Figure 1. Selected gate families.
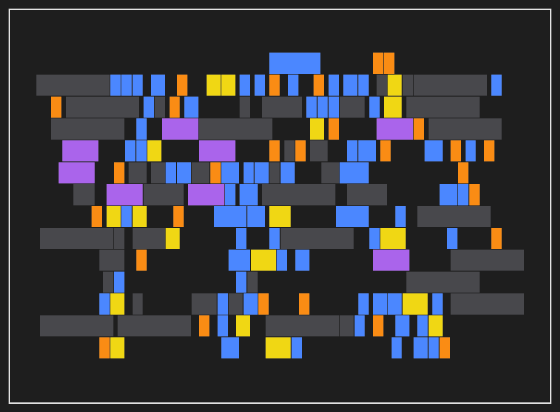
Figure 2. Routed clock nets over the placement.
The bar under the picture is 20 µm long.
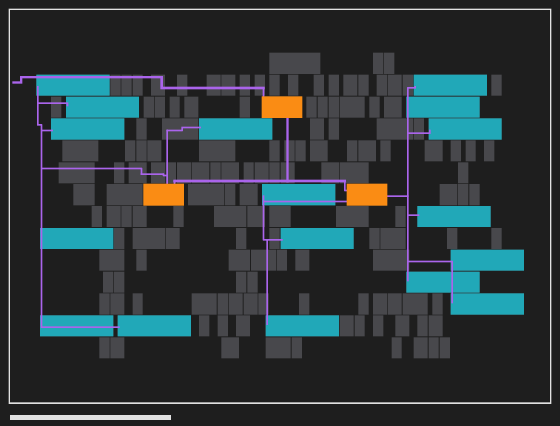
Figure 3. Cell sizes after repair.
The bar under the picture is 20 µm long.
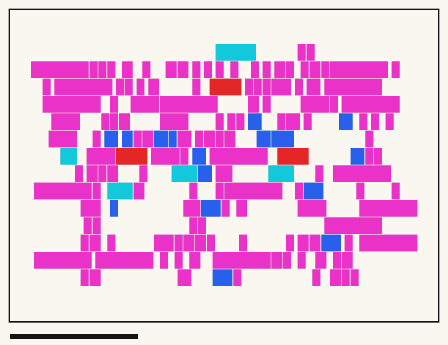
Figure 4. Clock wiring as the flow saved it.
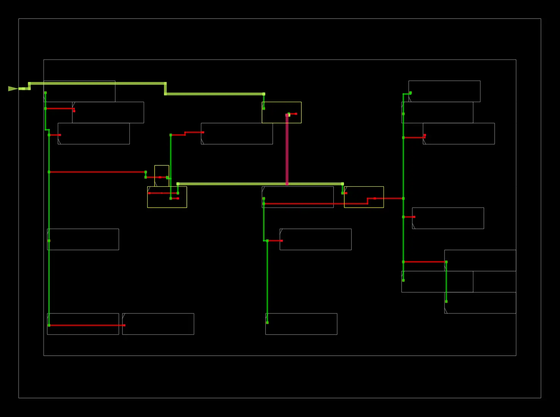
Figure 5. Sequential cells grouped by signal name.
Other sequential cells in the stronger grey, the rest of the logic in the fainter grey.
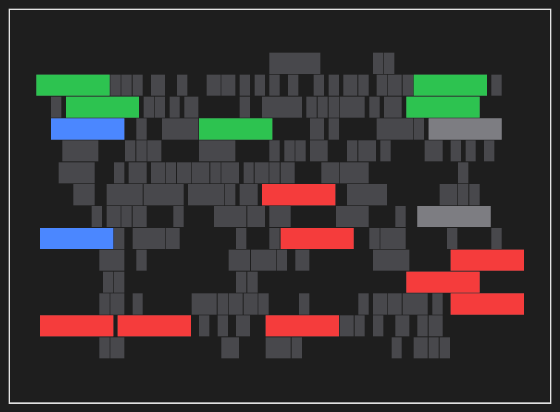
==> config.mk <==
export PLATFORM = sky130hd
export DESIGN_NAME = out_monitor
export DESIGN_NICKNAME = d
export VERILOG_FILES = /design/src/rtl/out_monitor_pkg.sv /design/src/rtl/act_detect.sv /design/src/rtl/out_monitor.sv
export SDC_FILE = /design/constraint.sdc
export NUM_CORES = 1
export LEC_CHECK = 0
export ABC_AREA = 1
export CAP_MARGIN = 20
export CORE_ASPECT_RATIO = 0.7
export CORE_MARGIN = 3
export CORE_UTILIZATION = 45
export DETAILED_ROUTE_END_ITERATION = 8
export DONT_BUFFER_PORTS = 1
export HOLD_SLACK_MARGIN = 0.12
export MAX_ROUTING_LAYER = met4
export PLACE_DENSITY = 0.57
export SYNTH_ARGS = -nofsm -noshare
export SYNTH_HDL_FRONTEND = slang
export SYNTH_SLANG_ARGS = --single-unit
export TNS_END_PERCENT = 30
==> constraint.sdc <==
create_clock -name clk -period 1.8 [get_ports clk]
set_input_delay 0.54 -clock clk [delete_from_list [all_inputs] [get_ports clk]]
set_output_delay 0.54 -clock clk [all_outputs]
set_load 0.01 [all_outputs]
==> src/rtl/out_monitor_pkg.sv <==
`default_nettype none
// ============================================================================
// Module  : out_monitor_pkg
// Brief   : State type and shared state-encoding constants for out_monitor.
// Revision: 1.0 - initial release
// ============================================================================
package out_monitor_pkg;

    localparam logic [1:0] c_state_idle  = 2'd0;
    localparam logic [1:0] c_state_watch = 2'd1;
    localparam logic [1:0] c_state_warn  = 2'd2;
    localparam logic [1:0] c_state_alarm = 2'd3;

    typedef enum logic [1:0] {
        IDLE  = c_state_idle,
        WATCH = c_state_watch,
        WARN  = c_state_warn,
        ALARM = c_state_alarm
    } state_t;

endpackage : out_monitor_pkg
`default_nettype wire

==> src/rtl/act_detect.sv <==
`default_nettype none
// ============================================================================
// Module  : act_detect
// Brief   : Samples the upstream outputs and flags a change on either line.
// Revision: 1.0 - initial release
// ============================================================================
module act_detect (
    input  logic clk,
    input  logic rst,
    input  logic out1,
    input  logic out2,
    output logic act
);

    logic r_p1;
    logic r_p2;

    always_ff @(posedge clk or posedge rst) begin
        if (rst) begin
            r_p1 <= 1'b0;
            r_p2 <= 1'b0;
        end else begin
            r_p1 <= out1;
            r_p2 <= out2;
        end
    end

    assign act = (out1 ^ r_p1) | (out2 ^ r_p2);

endmodule : act_detect
`default_nettype wire

==> src/rtl/out_monitor.sv <==
`default_nettype none
// ============================================================================
// Module  : out_monitor
// Brief   : Activity watchdog on the control FSM outputs: counts activity,
//           warns after TIMEOUT/2 quiet cycles, latches alarm after TIMEOUT.
//           Define OUT_MONITOR_SAT_EN to make act_cnt saturate instead of wrap.
// Revision: 1.0 - initial release
// ============================================================================
module out_monitor
    import out_monitor_pkg::*;
#(
    parameter int TIMEOUT = 16,
    parameter int CNT_W   = 8
) (
    input  logic             clk,
    input  logic             rst,
    input  logic             en,
    input  logic             clr,
    input  logic             out1_i,
    input  logic             out2_i,
    output logic [CNT_W-1:0] act_cnt,
    output logic             stall_o,
    output logic             alarm_o,
    output logic [1:0]       state_o
);

    localparam int QW = $clog2(TIMEOUT + 1);
    localparam logic [QW-1:0] c_half    = QW'(TIMEOUT / 2);
    localparam logic [QW-1:0] c_half_m1 = QW'(TIMEOUT / 2 - 1);
    localparam logic [QW-1:0] c_full    = QW'(TIMEOUT);
    localparam logic [QW-1:0] c_full_m1 = QW'(TIMEOUT - 1);

    state_t           r_state;
    state_t           w_state_nx;
    logic [QW-1:0]    r_q;
    logic [QW-1:0]    w_q_nx;
    logic [CNT_W-1:0] r_act_cnt;
    logic [CNT_W-1:0] w_cnt_nx;
    logic [CNT_W-1:0] w_cnt_inc;
    logic             w_act;

    act_detect u_act_detect (
        .clk  (clk),
        .rst  (rst),
        .out1 (out1_i),
        .out2 (out2_i),
        .act  (w_act)
    );

`ifdef OUT_MONITOR_SAT_EN
    assign w_cnt_inc = (&r_act_cnt) ? r_act_cnt : r_act_cnt + CNT_W'(1);
`else
    assign w_cnt_inc = r_act_cnt + CNT_W'(1);
`endif

    always_ff @(posedge clk or posedge rst) begin
        if (rst) begin
            r_state   <= IDLE;
            r_q       <= '0;
            r_act_cnt <= '0;
        end else begin
            r_state   <= w_state_nx;
            r_q       <= w_q_nx;
            r_act_cnt <= w_cnt_nx;
        end
    end

    // An unknown act falls to the else branches, so it never counts as activity.
    always_comb begin
        w_state_nx = r_state;
        w_q_nx     = r_q;
        w_cnt_nx   = r_act_cnt;
        if (!en) begin
            w_state_nx = IDLE;
            w_q_nx     = '0;
        end else if (clr) begin
            w_state_nx = WATCH;
            w_q_nx     = '0;
            w_cnt_nx   = '0;
        end else begin
            unique case (r_state)
                IDLE: begin
                    w_state_nx = WATCH;
                    w_q_nx     = '0;
                end
                WATCH: begin
                    if (w_act) begin
                        w_q_nx   = '0;
                        w_cnt_nx = w_cnt_inc;
                    end else if (r_q == c_half_m1) begin
                        w_q_nx     = c_half;
                        w_state_nx = WARN;
                    end else begin
                        w_q_nx = r_q + QW'(1);
                    end
                end
                WARN: begin
                    if (w_act) begin
                        w_q_nx     = '0;
                        w_cnt_nx   = w_cnt_inc;
                        w_state_nx = WATCH;
                    end else if (r_q == c_full_m1) begin
                        w_q_nx     = c_full;
                        w_state_nx = ALARM;
                    end else begin
                        w_q_nx = r_q + QW'(1);
                    end
                end
                ALARM: begin
                    w_state_nx = ALARM;
                end
                default: begin
                    w_state_nx = IDLE;
                    w_q_nx     = '0;
                end
            endcase
        end
    end

    always_comb begin
        state_o = r_state;
        stall_o = (r_state == WARN);
        alarm_o = (r_state == ALARM);
        act_cnt = r_act_cnt;
    end

endmodule : out_monitor
`default_nettype wire

==> results.py <==
# Generated from Yosys and OpenROAD reports
metrics = {
    "floorplanning": {
        "num_io_pins": 18,
        "die_area_um2": 3280,
        "die_w_um": 67.1,
        "core_area_um2": 2310,
    },
    "outcome": {
        "outcome": "finished clean",
    },
    "worst_setup_path": {
        "crit_type": "reg2out",
        "r2r-start": "state_o[1]",
        "rrSetupSlack_ps": 170,
        "max_stage_delay_ps": 430,
        "endpoint_kind": "output pin",
    },
    "route": {
        "wl_met3_um": 226,
        "drt_first_pass_iters": 4,
        "met2_length_um": 912,
        "ant_nets": 0,
        "routed_wl_um": 2410,
        "via_per_inst": 4.90,
        "wl_per_cell_um": 12.4,
        "drc": 0,
    },
    "synthesis": {
        "synth_area_um2": 1180,
        "synth-main-ff-cell": "dfrtp_1",
        "edf_count": 0,
        "ys_warn_count": 0,
        "ys_sh_simple": 0.340,
        "top_cell": "nand2_1",
        "postSynthSeqShare": 0.361,
        "yosys-top-cells-count": "nand2_1, inv_1, dfrtp_1",
        "synth_xor_xnor_area_share": 0.0223,
    },
    "power": {
        "maxPowerGroup": "registers",
        "power_density_nw_per_um2": 788,
        "power_frac_clock": 0.288,
        "p_int_uw": 651,
        "swShare": 0.346,
    },
    "grt": {
        "gr-usage-met3": 0.0691,
        "antenna_found_initial": 0,
        "grt_max_degree": 18,
    },
    "place": {
        "port_buffers": 0,
        "dpl_cell_area_um2": 1210,
        "place_hpwl_um": 1980,
    },
    "timing": {
        "worstMarginPinSlew_ps": 651,
        "finalMaxSlewViolations": 0,
        "tns_ps": 0,
    },
    "layout": {
        "largest_reg_flops": 8,
        "diodes": 0,
        "nets": 177,
        "drive_above_1_share": 0.148,
    },
    "job": {
        "warnings": 30,
    },
    "clock_tree": {
        "clockRootBuffer": "clkbuf_8",
        "cts_max_level": 1,
    },
}
Back to the opening pictures, Figure 1:
| family | colour | cells |
|---|---|---|
| fa/ha/maj cells | purple | 8 |
| inv cells | orange | 28 |
| aoi and oai cells | yellow | 18 |
| nand cells | blue | 66 |
Commonest Layout Cell: nand2_1
logic share of the area: 0.505
Finished Layout Cells: 194

Back to the opening pictures, Figure 2:
[clock wires] purple | length: 225 µm
[flip-flops] cyan | count: 17
[clock-net drivers] orange | count: 3
routed clock nets: 4

Back to the opening pictures, Figure 3:
| size | colour | cells |
|---|---|---|
| x3 and x4 | cyan | 5 |
| x2 | blue | 16 |
| x1 and smaller | magenta | 138 |
| x6 and larger | red | 3 |

Back to the opening pictures, Figure 4:
flop count: 17
clock sink count: 17
Insertion Delay late pin: 250 ps
Clk power: 286 µW

Back to the opening pictures, Figure 5:
| signal | colour | placed flops |
|---|---|---|
| `act_cnt` | red | 8 |
| `r_q` | green | 5 |
| `state_o` | blue | 2 |
not coloured: 2
Util after Layout: 0.546
sequential power: 464 µW
fraction of area in registers: 0.337
FF+latch area: 425 µm²

-- cell type report --
class,instances,share of cell area
inverters,28,0.0833
repair buffers,1,0.00595
multi-input cells,112,0.505
clock buffers,3,0.0327
well taps,32,0.0317
clock inverters,1,0.00396
flip-flops and latches,17,0.337
-- cell families (layout without fill, tap and decap cells) --
| family | Yosys count | count (layout) |
|---|---|---|
| simple gates | 83 | 83 |
| buf+inv | 29 | 33 |
| compound gates | 18 | 18 |
| flops | 17 | 17 |
| fa+ha+maj | 8 | 8 |
| xor+xnor | 3 | 3 |
-- repair_timing --
| action | 4_1_cts | 5_1_grt |
|---|---|---|
| setup endpoints to repair | 0 | 3 |
| gates resized | 0 | 1 |
| endpoints found under the hold margin | 0 | 0 |
| buffers inserted | 0 | 0 |
Power and IR drop assume default switching activity.
